### Wiring heat map

(1 px per um) 36 x 32 tiles, from dark purple (low) to yellow (high), scaled to the fullest tile. Values are wire area over tile area, all layers added.
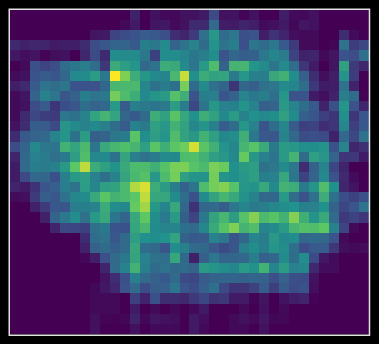
### Floorplan with the power grid

(1.5 px per um) Pins as bars on the die edge.
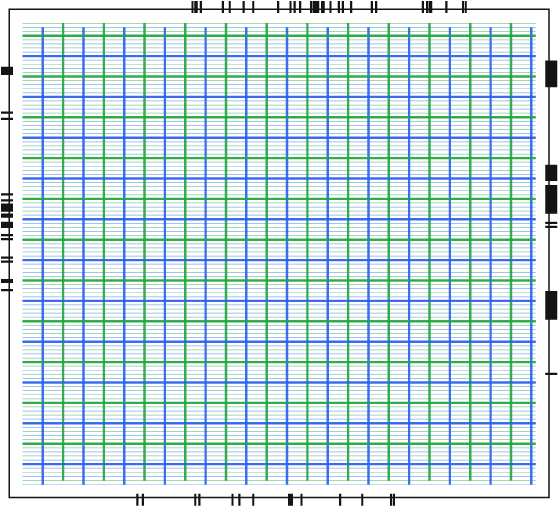
## src/rtl/fetch_pipe_pkg.sv

```systemverilog
// ============================================================================
// Module   : fetch_pipe_pkg
// Brief    : Shared defaults and helpers for the instruction-fetch stage.
// Revision : 1.0 - initial release
// ============================================================================
`default_nettype none

package fetch_pipe_pkg;

  // Default geometry and reset PC, also used by decode-stage tests
  localparam int C_DEF_IW       = 32;
  localparam int C_DEF_DEPTH    = 32;
  localparam int C_DEF_RESET_PC = 0;

  // Effective wrap index: a limit past the end of memory means "use the whole memory"
  function automatic logic [31:0] clamp_limit(input logic [31:0] limit,
                                              input logic [31:0] depth);
    return (limit >= depth - 32'd1) ? (depth - 32'd1) : limit;
  endfunction

endpackage

`default_nettype wire

```

## src/rtl/fetch_pipe_imem_sync.sv

```systemverilog
// ============================================================================
// Module   : imem_sync
// Brief    : DEPTH x IW instruction memory, one synchronous write port and a
//            combinational read with same-cycle write forwarding.
// Revision : 1.0 - initial release
// ============================================================================
`default_nettype none

module imem_sync
  import fetch_pipe_pkg::*;
#(
  parameter int IW    = C_DEF_IW,
  parameter int DEPTH = C_DEF_DEPTH,
  parameter int AW    = $clog2(DEPTH)
) (
  input  logic          clk,
  input  logic          we,
  input  logic [AW-1:0] waddr,
  input  logic [IW-1:0] wdata,
  input  logic [AW-1:0] raddr,
  output logic [IW-1:0] rdata
);

  logic [IW-1:0] r_mem [DEPTH];
  logic          w_fwd;

  // Contents are deliberately not reset so the array maps onto plain RAM
  always_ff @(posedge clk) begin
    if (we) begin
      r_mem[waddr] <= wdata;
    end
  end

  // A write landing on the address being read is visible in the same cycle
  assign w_fwd = we && (waddr == raddr);
  assign rdata = w_fwd ? wdata : r_mem[raddr];

endmodule

`default_nettype wire

```

## src/rtl/fetch_pipe.sv

```systemverilog
// ============================================================================
// Module   : fetch_pipe
// Brief    : Instruction-fetch stage: PC register with runtime wrap limit,
//            redirect, registered output slot with valid/ready toward decode,
//            and an accepted-handshake counter.
// Revision : 1.0 - initial release
// ============================================================================
`default_nettype none

module fetch_pipe
  import fetch_pipe_pkg::*;
#(
  parameter int IW       = C_DEF_IW,
  parameter int DEPTH    = C_DEF_DEPTH,
  parameter int AW       = $clog2(DEPTH),
  parameter int RESET_PC = C_DEF_RESET_PC
) (
  input  logic          clk,
  input  logic          rst_n,
  input  logic          run,
  input  logic [AW-1:0] wrap_limit,
  input  logic          imem_we,
  input  logic [AW-1:0] imem_waddr,
  input  logic [IW-1:0] imem_wdata,
  input  logic          redirect_valid,
  input  logic [AW-1:0] redirect_pc,
  input  logic          out_ready,
  output logic          out_valid,
  output logic [IW-1:0] out_instr,
  output logic [AW-1:0] out_pc,
  output logic [31:0]   fetch_count
);

  logic [AW-1:0] r_pc;
  logic [AW-1:0] r_out_pc;
  logic [IW-1:0] r_out_instr;
  logic          r_out_valid;
  logic [31:0]   r_fetch_count;

  logic [IW-1:0] w_rd_data;
  logic [AW-1:0] w_eff_limit;
  logic [AW-1:0] w_pc_next;
  logic          w_adv;
  logic          w_hs;

  imem_sync #(
    .IW    (IW),
    .DEPTH (DEPTH),
    .AW    (AW)
  ) u_imem (
    .clk   (clk),
    .we    (imem_we),
    .waddr (imem_waddr),
    .wdata (imem_wdata),
    .raddr (r_pc),
    .rdata (w_rd_data)
  );

  // A new fetch happens only when the output slot is free or being drained
  assign w_hs        = r_out_valid & out_ready;
  assign w_adv       = run & ~redirect_valid & (~r_out_valid | out_ready);
  assign w_eff_limit = AW'(clamp_limit(32'(wrap_limit), 32'(DEPTH)));
  // >= rather than == so a redirect past the limit still wraps on its next fetch
  assign w_pc_next   = (r_pc >= w_eff_limit) ? '0 : r_pc + AW'(1);

  // PC and output slot; redirect wins over everything and drops the held fetch
  always_ff @(posedge clk or negedge rst_n) begin
    if (!rst_n) begin
      r_pc        <= AW'(RESET_PC);
      r_out_valid <= 1'b0;
      r_out_instr <= '0;
      r_out_pc    <= '0;
    end else if (redirect_valid) begin
      r_pc        <= redirect_pc;
      r_out_valid <= 1'b0;
    end else if (w_adv) begin
      r_out_instr <= w_rd_data;
      r_out_pc    <= r_pc;
      r_out_valid <= 1'b1;
      r_pc        <= w_pc_next;
    end else if (w_hs) begin
      r_out_valid <= 1'b0;
    end
  end

  // Every accepted handshake counts, including one coinciding with a redirect
  always_ff @(posedge clk or negedge rst_n) begin
    if (!rst_n) begin
      r_fetch_count <= '0;
    end else if (w_hs) begin
      r_fetch_count <= r_fetch_count + 32'd1;
    end
  end

  assign out_valid   = r_out_valid;
  assign out_instr   = r_out_instr;
  assign out_pc      = r_out_pc;
  assign fetch_count = r_fetch_count;

endmodule

`default_nettype wire

```

## config.mk

```make
export PLATFORM = sky130hd
export DESIGN_NAME = fetch_pipe
export DESIGN_NICKNAME = d
export VERILOG_FILES = /design/src/rtl/fetch_pipe_pkg.sv /design/src/rtl/fetch_pipe_imem_sync.sv /design/src/rtl/fetch_pipe.sv
export SDC_FILE = /design/constraint.sdc
export NUM_CORES = 1
export LEC_CHECK = 0
export CAP_MARGIN = 5
export CORE_ASPECT_RATIO = 0.9
export CORE_MARGIN = 8
export CORE_UTILIZATION = 40
export DETAILED_ROUTE_END_ITERATION = 10
export SLEW_MARGIN = 20
export SYNTH_ARGS = -nofsm -noshare
export SYNTH_HDL_FRONTEND = slang
export SYNTH_SLANG_ARGS = --single-unit
```

## constraint.sdc

```tcl
create_clock -name clk -period 2.4 [get_ports clk]
set_input_delay 0.24 -clock clk [delete_from_list [all_inputs] [get_ports clk]]
set_output_delay 0.24 -clock clk [all_outputs]
set_load 0.02 [all_outputs]
```

==> notes.org <==
* Implementation run

** Finish
- Fin util :: 48.9%
- The layout report gives the register share of total cell area as 63.5%.
- Synth-to-layout area growth :: 21.5%
- Largest class :: flip-flops and latches
- The area taken by multi-input combinational cells is reported as 9380 um^2.
- Number of logic gates :: 714
- Count of inverters other than clock inverters in the layout :: 10
- Once layout is done, the placed cells without fillers occupy 51400 um^2.
- The layout report lists the non-clock buffer share of cell area as 7.98%.
- Reg area :: 32600 um^2
- Largest register FFs :: 1024
- Commonest cells after routing, fill and taps aside :: edfxtp_1, mux4_2, buf_4
- The number of antenna diodes in the final layout is 0.

** Clock network
- CTS Buf Count :: 105
- In this run the deepest clock path goes through 3 buffers.
- The post-CTS hold buffer count recorded in the log is 1.
- Clock Sinks :: 1099
- The registers of the reported paths see a clock transition of 0.06 ns.
- In this run the clock root is driven by a clkbuf_16.
- In this run, post-CTS repair resized a total of 0 instances.
- CTS tree :: done

** Synthesis
- Yosys stat chip area :: 42300 um^2
- Synth unique cells :: 57
- The synthesized design contains 1024 enable-type register cells.
- Number of synthesis warnings :: 0
- The post-synth register bit count is 1099.
- Yosys stat cell total :: 1927
- Synthesized net count :: 1987
- Seq/Total Area, Yosys :: 77.1%
- Post-synthesis instance area :: 42300 um^2
- Ranked by total cell area, the synthesized netlist is headed by edfxtp_1, mux4_2, dfrtp_1.

** Global route
- The first global-routing pass estimated 161000 um of wire.
- The total overflow left after global routing is 0.
- Entering global routing, the biggest net connects 35 pins.
- For this run, global-route usage on met2 was measured as 30.1%.
- All-Layer GR Usage :: 18.9%
- The number of antenna violations at the first check in global routing is 3.
- The number of global-route vias before repair came to 22300.
- For this run, global-route usage on met1 was measured as 27.5%.
- The layer flagged by global routing as most heavily used is met2.

** Placement
- The buffer_ports step reported a buffer count of 122.
- Once placement completed, the tool counted placed cells totaling 3565.
- The final weighted congestion recorded by global placement is 0.820.
- Dpl ws :: 0.00784 ns

** Pwr
- Sequential power for this build is 21.8 mW.
- The script extracted a net switching power of 10.1 mW.
- Power dissipated in combinational cells :: 5.20 mW
- PnR Total Power :: 43.7 mW
- The script computed a power per unit cell area of 850 nW/um^2.
- Switching share of total power :: 23.1%
- Top contributor to total power :: registers
- Portion of total power attributed to the clock network :: 38.3%
- In this run, the combinational gates consume 11.9% of the power.
- Clock Power :: 16.7 mW

** Run status
- Outcome :: completed

** STA
- Headroom to the max-slew limit came out at 39.8%.
- Endpoints failing hold in the final report were tallied at 0.
- Portion of the clock cycle consumed by the worst path in the final layout :: 97.6%
- Across the routed clock network, the largest skew measured is 0.0247 ns.
- Worst-case setup margin in the final layout :: 0.0569 ns
- The transition time recorded at the tightest slew-check pin is 0.899 ns.
- The worst path in the final design needs a cycle of 2.34 ns, including I/O delays and setup.

** Worst setup path
- Critical Path AT :: 2.89 ns
- Counting cells, the worst reg-to-reg path comes to 6.
- Startpoint Class :: flip-flop
- STA lists the startpoint of the worst register-to-register path as r_pc[0].
- Reg-to-reg endpoint :: out_instr[0]
- Cells along the critical path :: buf_12 -> buf_16 -> mux4_2 -> mux2i_1 -> a221oi_1 -> a221o_1
- Buf/Inv on CP :: 2
- Capture point of the worst path :: out_instr[0]
- Of all nets on the critical path, the largest fanout is 16.
- For the worst setup path, the data required time is 2.95 ns.
- In this run the worst setup path begins at r_pc[0].
- Endpoint class of the critical path :: flip-flop
- Slowest library cell on the worst path :: dfrtp_4
- Broken down by cell family, the worst path's largest delay share belongs to multiplexers.
- Number of cells on the critical path :: 6

** Routing
- Via count of the routed design :: 21700
- Uppermost routed layer :: met5
- In this run the remaining antenna-violating nets after routing total 0.
- After the first detailed-routing iteration, the DRC count stood at 2565.
- Detailed-router iteration count before antenna repair :: 7
- Average wire length per cell after detail routing :: 29.6 um
- After detailed routing, the met2 layer carries 53700 um of wire.
- Routed wire length :: 112000 um

** Job
- Across the run, the number of max-cap violations was 0.
Back to the opening pictures, 'Wiring heat map':
densest ninth of the die: center
emptiest ninth of the die: lower left
fullest tile: 0.53

Back to the opening pictures, 'Floorplan with the power grid':
legend:
  VSS:
    color: blue
  VDD:
    color: green
met1 rails: 114
signal pins: 123
rows: 113
met5 straps: 22
die boundary height: 324 um
die x size: 359 um

-- Yosys cell counts (10+ instances only) --
master	count
a21oi_1	32
o21ai_1	13
o22ai_1	29
a221o_1	13
buf_2	32
dfrtp_1	75
o211ai_1	14
buf_4	15
inv_1	10
nor2_1	43
mux4_2	258
a22oi_1	44
clkbuf_1	44
xor2_1	12
nand3_1	13
nand2_1	28
nand2b_1	11
mux2i_1	44
a22o_1	10
edfxtp_1	1024
xnor2_1	24
-- logic make-up after synthesis --
group	count (synthesis)	synth area share (%)
AOI/OAI and AO/OA	209	3.62
buffers and inverters	114	1.40
muxes	310	15.0
and+or+nand+nor	152	1.90
xor gates and xnor gates	36	0.745
DFF	1099	77.1
adders and majority gates	7	0.207
No activity file was given, so power comes from the tool's default toggle rates.
